File: config.mk
export PLATFORM = sky130hd
export DESIGN_NAME = gate_classifier
export DESIGN_NICKNAME = d
export VERILOG_FILES = /design/src/rtl/gate_classifier.sv
export SDC_FILE = /design/constraint.sdc
export NUM_CORES = 1
export LEC_CHECK = 0
export CAP_MARGIN = 15
export CORE_ASPECT_RATIO = 0.75
export CORE_MARGIN = 5
export CORE_UTILIZATION = 30
export CTS_CLUSTER_SIZE = 12
export DETAILED_ROUTE_END_ITERATION = 8
export HOLD_SLACK_MARGIN = 0.06
export PLACE_DENSITY_LB_ADDON = 0.08
export SETUP_SLACK_MARGIN = 0.05
export SKIP_LAST_GASP = 1
export SLEW_MARGIN = 30
export SYNTH_ARGS = -nofsm -noshare
export SYNTH_HDL_FRONTEND = slang
export SYNTH_SLANG_ARGS = --single-unit
File: constraint.sdc
create_clock -name clk -period 4.21 [get_ports clk]
set_input_delay 0.421 -clock clk [delete_from_list [all_inputs] [get_ports clk]]
set_output_delay 0.421 -clock clk [all_outputs]
set_load 0.03 [all_outputs]
File: src/rtl/gate_classifier.sv
// rtl/gate_classifier.sv - drives all four vectors into a 2-input gate and classifies its truth table
module gate_classifier #(
  parameter int unsigned SETTLE = 2
) (
  input  logic       clk,
  input  logic       rst_n,
  input  logic       start,
  input  logic       dut_y,
  output logic       dut_a,
  output logic       dut_b,
  output logic       busy,
  output logic       done,
  output logic [3:0] truth,
  output logic [2:0] code
);

  typedef enum logic [1:0] {IDLE, RUN, DONE} state_t;

  localparam logic [3:0] LAST = 4'(SETTLE - 1);

  state_t     state, state_nx;
  logic [3:0] cnt, cnt_nx;
  logic [1:0] idx, idx_nx;
  logic [3:0] shadow, shadow_nx;
  logic [3:0] truth_nx, pub;
  logic [2:0] code_nx;
  logic       a_nx, b_nx, busy_nx, done_nx;

  function automatic logic [2:0] classify(input logic [3:0] t);
    case (t)
      4'b1000: return 3'd1;
      4'b1110: return 3'd2;
      4'b0111: return 3'd3;
      4'b0001: return 3'd4;
      4'b0110: return 3'd5;
      4'b1001: return 3'd6;
      default: return 3'd0;
    endcase
  endfunction

  always_ff @(posedge clk) begin
    if (!rst_n) begin
      state  <= IDLE;
      cnt    <= 4'd0;
      idx    <= 2'd0;
      shadow <= 4'd0;
      dut_a  <= 1'b0;
      dut_b  <= 1'b0;
      busy   <= 1'b0;
      done   <= 1'b0;
      truth  <= 4'd0;
      code   <= 3'd0;
    end else begin
      state  <= state_nx;
      cnt    <= cnt_nx;
      idx    <= idx_nx;
      shadow <= shadow_nx;
      dut_a  <= a_nx;
      dut_b  <= b_nx;
      busy   <= busy_nx;
      done   <= done_nx;
      truth  <= truth_nx;
      code   <= code_nx;
    end
  end

  always_comb begin
    state_nx  = state;
    cnt_nx    = cnt;
    idx_nx    = idx;
    shadow_nx = shadow;
    a_nx      = 1'b0;
    b_nx      = 1'b0;
    busy_nx   = 1'b0;
    done_nx   = 1'b0;
    truth_nx  = truth;
    code_nx   = code;
    pub       = {dut_y, shadow[2:0]};
    case (state)
      IDLE: begin
        if (start) begin
          state_nx  = RUN;
          cnt_nx    = 4'd0;
          idx_nx    = 2'd0;
          shadow_nx = 4'd0;
          busy_nx   = 1'b1;
        end
      end
      RUN: begin
        busy_nx = 1'b1;
        {a_nx, b_nx} = idx;
        if (cnt == LAST) begin
          // Last cycle of this vector: capture the gate output and advance.
          shadow_nx[idx] = dut_y;
          cnt_nx = 4'd0;
          if (idx == 2'd3) begin
            state_nx = DONE;
            busy_nx  = 1'b0;
            done_nx  = 1'b1;
            a_nx     = 1'b0;
            b_nx     = 1'b0;
            truth_nx = pub;
            code_nx  = classify(pub);
          end else begin
            idx_nx = idx + 2'd1;
            {a_nx, b_nx} = idx + 2'd1;
          end
        end else begin
          cnt_nx = cnt + 4'd1;
        end
      end
      DONE: state_nx = IDLE;
      default: state_nx = IDLE;
    endcase
  end

endmodule

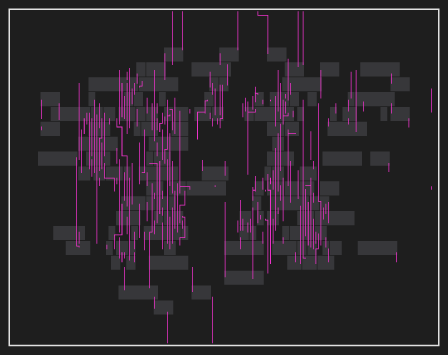
(run_1/met2.png)
main direction = vertical
share of all routed wire = 43%
DR vias: 925
GRT met2 Usage: 17.2%
Routed WL: 2450 um

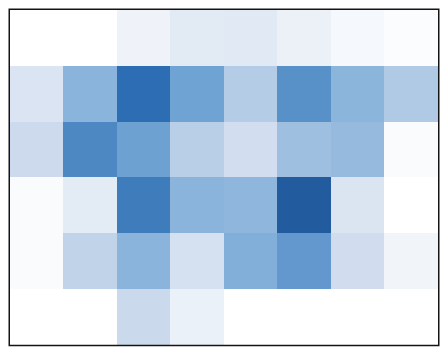
(run_1/density.png)
8 x 6 tiles, from white (low) to dark blue (high), 0 to 100% covered.
densest ninth of the die = centre
mean over tiles = 25%
fullest tile = 82%
post-layout util: 37.7%
core area: 3330 sq um
Initial Util: 31.4%

==> run summary, run 1 <==
fresh numbers from the pnr run: PnR worst setup slack=2.26 ns, Critical Path AT=2.11 ns, Max transition margin=61.2%, CP endpoint kind=flip-flop, top cells, area=dfxtp_1 (42%), ha_1 (7.2%), a21oi_1 (5.3%), Mux area share=0%, first-pass GRT wire length=4110 um, WHS Endpoint=code[0]$_SDFFE_PN0P_, most frequent logic cell in the layout=dfxtp_1, hold_sp=code[0]$_SDFFE_PN0P_, Top Metal Used=met4, fraction of cell area in non-clock buffers=11.8%, Crit Path Category=flip-flop to flip-flop, Iter 0 DRT Violations=83, initial antenna violation count=0, non-clock buffer count=15, clock buf count=3, RSZ-0062 raised after global routing=false, highest-delay cell along the critical path=or3b_1, Reg power frac=56.3%, Setup TNS=0 ns, worst r2r path cells=4, Syn Inst Count=122, Distinct cells, synth=31, pwr dens=303 nW/um^2, cts repair resizes=0, met2 wire len=1050 um, Synth logic family=simple AND/OR/NAND/NOR gates, Worst setup startpoint=cnt[0]$_SDFFE_PN0P_, postcts setup bufs=0, vias in the first global route=853, CTS tree=yes, Max-area cell share=42.1%, combinational power=0.0000348 W, CP bufs+invs=0, layer with the highest usage=met2, max incr delay on CP=0.61 ns, number of antenna repair diodes=0, DR vias/cell=5.35, Die Ht=61.2 um, Inverters, non-clock=9, Max Transition Viols Final=0, pre-CTS setup slack=2.24 ns, Clock power frac=34.5%, XOR-XNOR Cells, Area Fraction=0%, Area growth syn-to-layout=19.8%, synth warn=0, Log Warnings=30, post-DR wirelength/cell=14.2 um, measured slew at the worst slew-check pin=0.582 ns, post-synthesis cell area=1050 sq um, Reg-to-Reg End=idx[1]$_SDFFE_PN0P_, CTS hold repair buffers=0, clk ins delay skew pair=0.26 ns, largest net degree at the start of global routing=18, H-tree Lvls=1, ClkCell Share=3.29%, total gr overflow=0, Comb area=542 sq um, CP cell instances=ha_1 > or3b_1 > or3_1 > a31o_1, final setup violation count=0, RD Place Congestion=0.761, IO Port Bufs=14, CP Depth=4, met3 GRT Util=3.65%, Die W=78.2 um, largest power group=registers, final worst-path cycle share=46.3%, yosys stat area=1050 sq um, DRT antenna net count=0, I/O pin total=15, n_taps=40, worst min path class=flip-flop to flip-flop, Switching Power=0.0000934 W, Regs by FF count=cnt x4, truth x4, Post-synth regs=22, clock sinks=22, largest area contributor in the netlist=dfxtp_1, Comb/total area=43.2%, VDD IR max=0.000120 V, Multi-In Gates=84, Final min period=1.95 ns, cell family with most CP delay=simple AND/OR/NAND/NOR gates, fmax=513 MHz, FF-to-FF setup slack=2.26 ns, Clock Path Buffers=2, share of post-route cells with drive strength above 1=6.02%, EDFF count, synth=0, Biggest Area Class=logic gates, drt first pass iters=4, # rows=18, Worst-path clk slew=0.08 ns, Floorplan Nets=132, register area share after synthesis=42.1%, ao+oa area frac=18.8%, status=complete, no violations, Critical Path RT=4.37 ns, max-cap violation count=0, Net Sw Frac=24.5%, metal3 WL=155 um, met1 WL=1220 um, DP Wirelength=1760 um, flop count=22, crit path capture=idx[1]$_SDFFE_PN0P_, CP max FO=17, Global Route Usage Sum=11.3%, Synth Flop Type=dfxtp_1, final tally of hold violations=0, Clk. pwr=0.000131 W, reg2reg start=cnt[0]$_SDFFE_PN0P_, drt drc=0, LEAKAGE=0.423 nW, most instantiated logic cells after routing=dfxtp_1 (22), clkdlybuf4s50_1 (14), a21oi_1 (11), nand2_1 (10), fa+ha+maj area frac=7.17%, Final nets=145, Simple Share, Synth=25.8%, number of CTS-inserted buffers=3, fillers=347, Max Clock Skew=0.00190 ns, Mean Syn Cell Area=8.58 sq um, Worst setup SP type=flip-flop, total die area=4780 sq um, Internal Power=0.000287 W, Post-synth ARST share=0%, worst hold path depth=2, Combinational Power Share=9.2%, ys cells=122, CTS root buffer=clkbuf_8
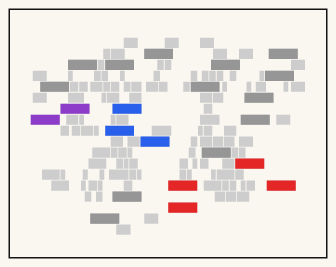
(run_1/registers.png)
Other sequential cells in the stronger grey, the rest of the logic in the fainter grey.
`cnt` -> red  # placed flops 4
`shadow` -> blue  # placed flops 3
`idx` -> purple  # placed flops 2
not coloured = 13
FF/Latch Area: 440 sq um
flop share of the area: 35.1%
Seq. pwr: 0.000214 W

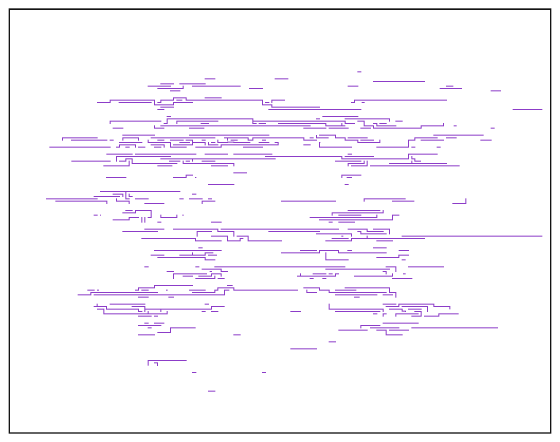
(run_1/met1.png)
main direction = horizontal
nets with wire on the layer = 126
GRT met1 Usage: 15.1%

[run 1: through the flow]
step,area [sq um],hold slack [ns],total power [W],std cells
2_1_floorplan,1050,0.462,0.000242,122
3_3_place_gp,1210,0.451,0.000254,170
3_5_place_dp,1210,0.452,0.000254,170
6_report,1250,0.462,0.000381,173
4_1_cts,1250,0.464,0.000385,173
5_1_grt,1250,0.518,0.000403,173
[run 1: Yosys cell counts, drive strengths merged, types with 2 or more instances]
library cell / count
and3b: 2
clkbuf: 4
nor3b: 3
a311oi: 3
a31o: 5
o21ai: 6
nand2b: 2
inv: 9
dfxtp: 22
or3: 5
nor4: 6
nand3: 9
ha: 6
a21oi: 11
buf: 3
nand2: 10
nor2: 4
==> run 1 -> run 2 <==
clock period = 1.6 ns   (was 4.21 ns; I/O delays follow)
==> run summary, run 2 <==
fresh numbers from the pnr run: Biggest Area Class=logic gates, register area share after synthesis=42.1% (unchanged), cts repair resizes=3 (+3), ys cells=122 (unchanged), Placed Cells=191 (+12%), Global Route Usage Sum=13.1% (+1.8 points), Final nets=166 (+14%), Multi-In Gates=84 (unchanged), Combinational Power Share=12.4% (+3.2 points), CP max FO=5 (-12), Max Clock Skew=0.00627 ns (+0.00437 ns), XOR-XNOR Cells, Area Fraction=0% (unchanged), PnR worst setup slack=0.0420 ns (-2.22 ns), measured slew at the worst slew-check pin=0.585 ns (+0.00230 ns), Distinct cells, synth=31 (unchanged), CP endpoint kind=flip-flop, Clock power frac=34.4% (about the same), final setup violation count=0 (unchanged), Clock Path Buffers=2 (unchanged), CTS root buffer=clkbuf_8, Max-area cell share=42.1% (unchanged), fmax=642 MHz (+25%), fillers=338 (-2.6%), yosys stat area=1050 sq um (unchanged), Area growth syn-to-layout=41.7%, clock sinks=22 (unchanged), Synth Flop Type=dfxtp_1, WHS=0.464 ns (+0.00226 ns), fraction of cell area in non-clock buffers=20.6% (+8.8 points), Net Sw Frac=25.1% (+0.56 points), Die W=78.2 um (unchanged), Post-synth regs=22 (unchanged), Syn Inst Count=122 (unchanged), H-tree Lvls=1 (unchanged), ClkCell Share=3.04% (-0.25 points), clk ins delay skew pair=0.27 ns (about the same), synth warn=0 (unchanged), Mean Syn Cell Area=8.58 sq um (unchanged), pre-CTS setup slack=-0.0436 ns (-2.29 ns), Non-Filler Instances=195 (+13%), Critical Path RT=1.76 ns (-2.61 ns), worst min path class=flip-flop to flip-flop, vias in the first global route=920 (+7.9%), Die Ht=61.2 um (unchanged), combinational power=0.000131 W (+280%), Final min period=1.56 ns (-0.391 ns), Comb/total area=40.7% (-2.4 points), max incr delay on CP=0.40 ns (-0.21 ns), share of post-route cells with drive strength above 1=25.8% (+20 points), Setup TNS=0 ns (unchanged), Comb area=604 sq um (+12%), CP bufs+invs=1 (+1), most instantiated library cell after synthesis=dfxtp_1, Regs by FF count=cnt x4, truth x4, final tally of hold violations=0 (unchanged), Initial Util=31.4% (unchanged), final worst-path cycle share=97.4% (+51 points), status=complete, no violations, RD Place Congestion=0.741 (-2.6%), Simple Share, Synth=25.8% (unchanged), post-route cell area=1480 sq um (+18%), most instantiated logic cells after routing=buf_4 (22), dfxtp_1 (20), clkdlybuf4s50_1 (14), a21oi_1 (10), nand2_1 (10), cell family with most CP delay=simple AND/OR/NAND/NOR gates, DR vias/cell=5.05 (-5.5%), EDFF count, synth=0 (unchanged), DR vias=985 (+6.5%), CTS hold repair buffers=0 (unchanged), Floorplan Nets=132 (unchanged), Crit Path Category=flip-flop to flip-flop, IO Port Bufs=14 (unchanged), max-cap violation count=0 (unchanged), drt first pass iters=4 (unchanged), postcts setup bufs=0 (unchanged), pwr dens=712 nW/um^2 (+130%), total gr overflow=0 (unchanged), Max transition margin=60.5% (-0.70 points), RSZ-0062 raised after global routing=true, Seq. pwr=0.000562 W (+160%), Max Transition Viols Final=0 (unchanged), post-DR wirelength/cell=13.9 um (-2.0%), I/O pin total=15 (unchanged), Iter 0 DRT Violations=52 (-37%), largest net degree at the start of global routing=15 (-3), largest area contributor in the netlist=dfxtp_1, Inverters, non-clock=9 (unchanged), Internal Power=0.000792 W (+180%), Reg power frac=53.2% (-3.1 points), Critical Path AT=1.72 ns (-0.39 ns), Clk. pwr=0.000363 W (+180%), Log Warnings=33 (+10%), VDD IR max=0.000290 V (+140%), Worst-path clk slew=0.08 ns (about the same), core area=3330 sq um (unchanged), Routed WL=2710 um (+10%), first-pass GRT wire length=4720 um (+15%), placed instance area=1390 sq um (+14%), post-synthesis cell area=1050 sq um (unchanged), largest power group=registers, LEAKAGE=0.540 nW (+28%), Mux area share=0% (unchanged), CP cell instances=inv_2 > ha_4 > or3b_4 > or3_4 > a31o_1, Synth logic family=simple AND/OR/NAND/NOR gates, total die area=4780 sq um (unchanged), number of CTS-inserted buffers=3 (unchanged), DP Wirelength=2060 um (+17%), initial antenna violation count=0 (unchanged), number of antenna repair diodes=0 (unchanged)
[run 2: final timing paths]
| check | startpoint | to | slack, ns | cells after the start |
|---|---|---|---|---|
| max | cnt[1]$_SDFFE_PN0P_ | idx[1]$_SDFFE_PN0P_ | 0.04 | 5 |
| min | code[0]$_SDFFE_PN0P_ | code[0]$_SDFFE_PN0P_ | 0.46 | 2 |
| max reg2reg | cnt[1]$_SDFFE_PN0P_ | idx[1]$_SDFFE_PN0P_ | 0.04 | 5 |
| min reg2reg | code[0]$_SDFFE_PN0P_ | code[0]$_SDFFE_PN0P_ | 0.46 | 2 |
[run 2: metal layers]
layer / up-vias / GRT usage, % / routed length [um]
met2: 20 / 17.8 / 1110
met5: - / 0 / 0
met3: 4 / 4.09 / 138
li1: 510 / - / -
met1: 451 / 19.0 / 1420
met4: 0 / 5.24 / 38
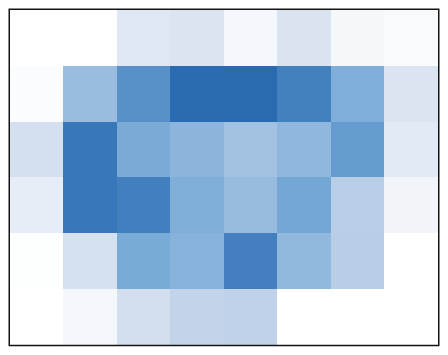
(run_2/density.png)
8 x 6 tiles, from white (low) to dark blue (high), 0 to 100% covered.
post-layout util: 44.5%

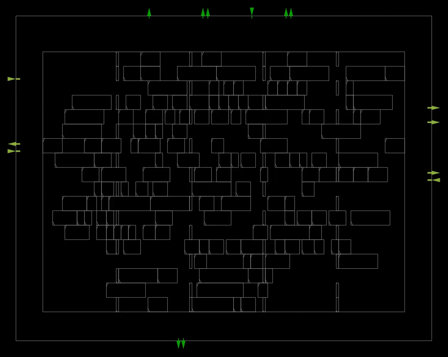
(run_2/final_placement.png)
flop share of the area: 30.0%
n_taps: 40
# rows: 18

No activity file was given, so power comes from the tool's default toggle rates.
